**src/rtl/pipestage_elastic.sv**
```systemverilog
// Chain of p_depth full-throughput skid-buffer stages with registered ready/valid on both sides.
// Optional occupancy counter output o_count is built when PIPESTAGE_COUNT_EN is defined.
module pipestage_elastic #(
  parameter int p_width = 32,
  parameter int p_depth = 2
) (
  input  logic               i_clk,
  input  logic               i_rst,
  input  logic               i_valid,
  output logic               o_ready,
  input  logic [p_width-1:0] in,
  output logic               o_valid,
  input  logic               i_ready,
  output logic [p_width-1:0] out
`ifdef PIPESTAGE_COUNT_EN
  ,
  output logic [$clog2(2*p_depth+1)-1:0] o_count
`endif
);

  // Handshake: a word moves across a boundary only at a posedge where the
  // sender's valid and the receiver's ready are both 1. Ready of every stage is
  // !skid_valid, so it is a flop output and never depends on the downstream side.

  logic [p_depth-1:0] main_v;
  logic [p_depth-1:0] skid_v;
  logic [p_width-1:0] main_d [p_depth];

  logic [p_depth-1:0] up_v;
  logic [p_width-1:0] up_d [p_depth];
  logic [p_depth-1:0] dn_r;

  for (genvar k = 0; k < p_depth; k++) begin : g_stage
    logic               mv;
    logic               sv;
    logic [p_width-1:0] md;
    logic [p_width-1:0] sd;
    logic               up_xfer;
    logic               dn_xfer;

    if (k == 0) begin : g_first
      assign up_v[k] = i_valid;
      assign up_d[k] = in;
    end else begin : g_inner
      assign up_v[k] = main_v[k-1];
      assign up_d[k] = main_d[k-1];
    end

    if (k == p_depth - 1) begin : g_last
      assign dn_r[k] = i_ready;
    end else begin : g_mid
      assign dn_r[k] = !skid_v[k+1];
    end

    assign up_xfer = up_v[k] && !sv;
    assign dn_xfer = mv && dn_r[k];

    // Main refills from skid first so order is preserved; the skid only ever
    // captures while main is held, so skid full implies main full.
    always_ff @(posedge i_clk) begin
      if (i_rst) begin
        mv <= 1'b0;
        sv <= 1'b0;
        md <= '0;
        sd <= '0;
      end else if (!mv || dn_xfer) begin
        if (sv) begin
          mv <= 1'b1;
          md <= sd;
          sv <= 1'b0;
        end else begin
          mv <= up_xfer;
          if (up_xfer) md <= up_d[k];
        end
      end else if (up_xfer) begin
        sv <= 1'b1;
        sd <= up_d[k];
      end
    end

    assign main_v[k] = mv;
    assign skid_v[k] = sv;
    assign main_d[k] = md;
  end

  assign o_ready = !skid_v[0];
  assign o_valid = main_v[p_depth-1];
  assign out     = main_d[p_depth-1];

`ifdef PIPESTAGE_COUNT_EN
  localparam int CW  = $clog2(2*p_depth+1);
  localparam int CAP = 2 * p_depth;

  logic          in_xfer;
  logic          out_xfer;
  logic [CW-1:0] cnt;

  assign in_xfer  = i_valid && o_ready;
  assign out_xfer = o_valid && i_ready;

  always_ff @(posedge i_clk) begin
    if (i_rst) begin
      cnt <= '0;
    end else if (in_xfer && !out_xfer) begin
      cnt <= cnt + CW'(1);
    end else if (out_xfer && !in_xfer) begin
      cnt <= cnt - CW'(1);
    end
  end

  assign o_count = cnt;

  a_full_not_ready : assert property (@(posedge i_clk) disable iff (i_rst)
    (o_count == CW'(CAP)) |-> !o_ready);
`endif

endmodule
```
**config.mk**
```make
export PLATFORM = sky130hd
export DESIGN_NAME = pipestage_elastic
export DESIGN_NICKNAME = d
export VERILOG_FILES = /design/src/rtl/pipestage_elastic.sv
export SDC_FILE = /design/constraint.sdc
export NUM_CORES = 1
export LEC_CHECK = 0
export ABC_CLOCK_PERIOD_IN_PS = 3330
export CAP_MARGIN = 20
export CORE_MARGIN = 10
export CORE_UTILIZATION = 29
export CTS_CLUSTER_SIZE = 28
export DETAILED_ROUTE_END_ITERATION = 8
export PLACE_DENSITY = 0.54
export SYNTH_ARGS = -nofsm -noshare
export SYNTH_HDL_FRONTEND = slang
export SYNTH_SLANG_ARGS = --single-unit
export TNS_END_PERCENT = 1
```
**constraint.sdc**
```tcl
create_clock -name i_clk -period 3.33 [get_ports i_clk]
set_input_delay 0.666 -clock i_clk [delete_from_list [all_inputs] [get_ports i_clk]]
set_output_delay 0.666 -clock i_clk [all_outputs]
set_load 0.005 [all_outputs]
```
m1.png
Drawn at 2 px/micron.
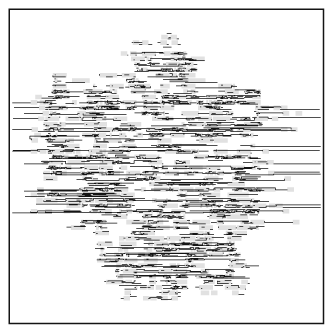
longest straight run	43.7 microns
nets with wire on the layer	625
final wirelength: 13,600 microns
Vias: 4,211
met1 track demand over resource: 14.1%

m2.png
Drawn at 3 px/micron.
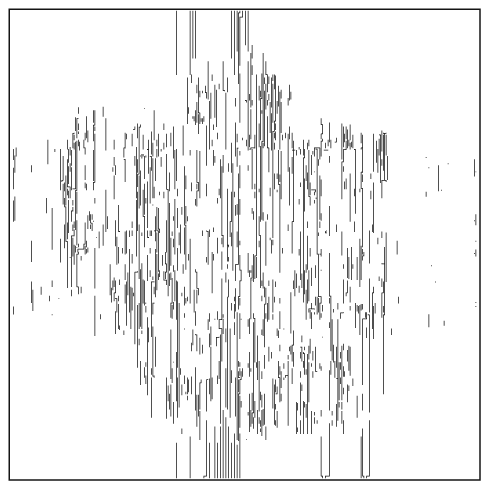
longest straight run	60.3 microns
share of all routed wire	46%
met2 usage: 17.8%

final timing paths:
path / to / startpoint / slack, ns
setup / recovery: out[0] / g_stage[1].sv / 1.22
hold / removal: g_stage[1].sd[1] / g_stage[1].sd[1] / 0.45
setup reg to reg: out[0] / g_stage[1].sv / 1.22
hold reg to reg: g_stage[1].sd[1] / g_stage[1].sd[1] / 0.45
synth_stat cells (all sizes together):
cell type  count  area (sq um)
or2            1          6.26
nand2        129           484
buf           25           156
inv            1          3.75
nand4b         1          8.76
nor4bb         1          10.0
nand4bb        1          11.3
a21oi         98           490
and2           1          8.76
clkbuf        32           120
mux2i         64           641
nor2          34           128
a2bb2oi        1          26.3
and4b          1          10.0
nor3           2          10.0
dfxtp        132          2640
a211oi        64           631
nand2b         1          6.26
power groups by stage:
stage | Sequential [mW] | Clock, mW | Combinational, mW
floorplan | 1.71 | 0 | 0.184
global placement | 1.72 | 0 | 0.325
detailed placement | 1.72 | 0 | 0.330
CTS | 1.69 | 1.95 | 0.332
global route | 1.70 | 2.01 | 0.358
finish | 1.69 | 1.90 | 0.326
worst min-delay path: cells and delay by family (launching register included):
family           cells  cell delay (ns)
flip-flops           1             0.31
AND-OR/OR-AND        1             0.05
AND/OR/NAND/NOR      1             0.05
metal layers:
layer	global-route usage [%]	wire length [microns]
met3	3.37	688
met4	4.54	218
met1	14.1	6480
met5	0	0
met2	17.8	6170
area by class of cell:
cell class	instances	share of cell area, %
multi-input combinational	399	36.4
sequential	132	38.7
tap	229	4.20
clock inverter	12	2.25
clock buffer	20	6.69
timing repair buffer	80	11.7
inverter	1	0.0550
logic make-up (layout without fill, tap and decap cells):
group,Yosys count,count (layout),share of synthesized area (%)
AND/OR/NAND/NOR,172,172,12.7
AND-OR/OR-AND,163,163,21.3
flip-flops,132,132,49.0
multiplexers,64,64,11.9
buffers and inverters,58,113,5.20
flip-flops by register name (all words and copies together), names as in the netlist:
name        cells
o_valid         1
g_stage.mv      1
g_stage.md     32
g_stage.sd     64
g_stage.sv      2
out            32
placed cells by master (no fill, tap or decap), types with 2 or more instances in the layout:
| master | instances |
|---|---|
| nor2_1 | 34 |
| mux2i_1 | 64 |
| dfxtp_1 | 130 |
| a211oi_2 | 30 |
| bufinv_16 | 3 |
| clkinvlp_4 | 3 |
| a21oi_1 | 98 |
| clkbuf_16 | 17 |
| nand2_1 | 129 |
| clkdlybuf4s50_1 | 68 |
| clkinv_4 | 2 |
| dfxtp_2 | 2 |
| clkinv_2 | 3 |
| buf_4 | 10 |
| a211oi_1 | 34 |
| clkbuf_8 | 2 |
| nor3_1 | 2 |
| buf_12 | 2 |
metrics by stage:
step	instances	power [mW]	setup slack [ns]	util (%)
global route	873	4.07	1.07	37.6
finish	873	3.92	1.22	37.6
floorplan	589	1.89	1.63	-
CTS	873	3.97	1.20	37.6
global placement	841	2.04	1.00	34.3
detailed placement	841	2.05	0.905	34.3
==> results.toml <==
# physical design summary
[status]
outcome = "completed"

[grt]
grt_usage_pct = 11.3
grt_start_max_net_pins = 109
grt_pass1_vias = 4215

[clock_network]
post_cts_buffers = 0
hold_buffers = 0
clockBufferDepth = 2
clk_pin_slew_worst_paths_ns = 0.05
worstSkewPairLatency_ns = 0.42
ctsResizeCount = 0
htree_levels = 4
cts_buffers = 17

[routing]
ant_nets = 0
first_pass_iters = 5
drt_iter0_markers = 293
wl_per_cell_microns = 15.5

[floorplanning]
die_area_sq_um = 24500
dieWidth_microns = 156
die_y_microns = 156
ios = 70
fp_util_pct = 29.7
rows = 49

[sta]
rsz0062_at_grt = "false"
fin_crit_sh_pct = 63.2
finalSetupViolCount = 0
slew_headroom_pct = 61.5
finalHoldViolCount = 0
fin_tns_setup_ns = 0
fin_worst_skew_ns = 0.0109
worst_pin_slew_ns = 0.577

[power_and_ir_drop]
pwr-share-comb_pct = 8.3
pwr-share-seq_pct = 43.0
p_sw_uw = 899
power.leakage_nw = 2.14
ir_drop_uv = 372
p_sw_share_pct = 22.9

[yosys]
synth_area_per_cell_sq_um = 9.16
yosys_warnings = 0
synth.distinct_cells = 22
synthCells = 589
yosys_register_bits = 132
yosysChipArea_sq_um = 5390
synthesis.area_sq_um = 5390

[critical_path]
criticalPathCategory = "reg2reg"
cp_num_buf_inv = 1
path_max_fanout = 33
endpoint_kind = "flip-flop"
crit_required_ns = 3.60
slowest_delay_ns = 0.65
cp_top_family = "simple AND/OR/NAND/NOR gates"
crit_slowest_cell = "dfxtp_2"
cp.arrival_ns = 2.38

[finish]
insertedDiodeCount = 0
nets = 667
logic_area_sq_um = 2490
n_fill_cell = 1804
flop_area_sq_um = 2650
area_growth_pct = 26.6

[worst_hold_path]
holdPathStages = 2

[run]
warnings = 28
max-cap-violations = 0

[place]
hpwl_microns = 8910
finalWeightedCongestion = 0.741
Power and IR drop assume default switching activity.
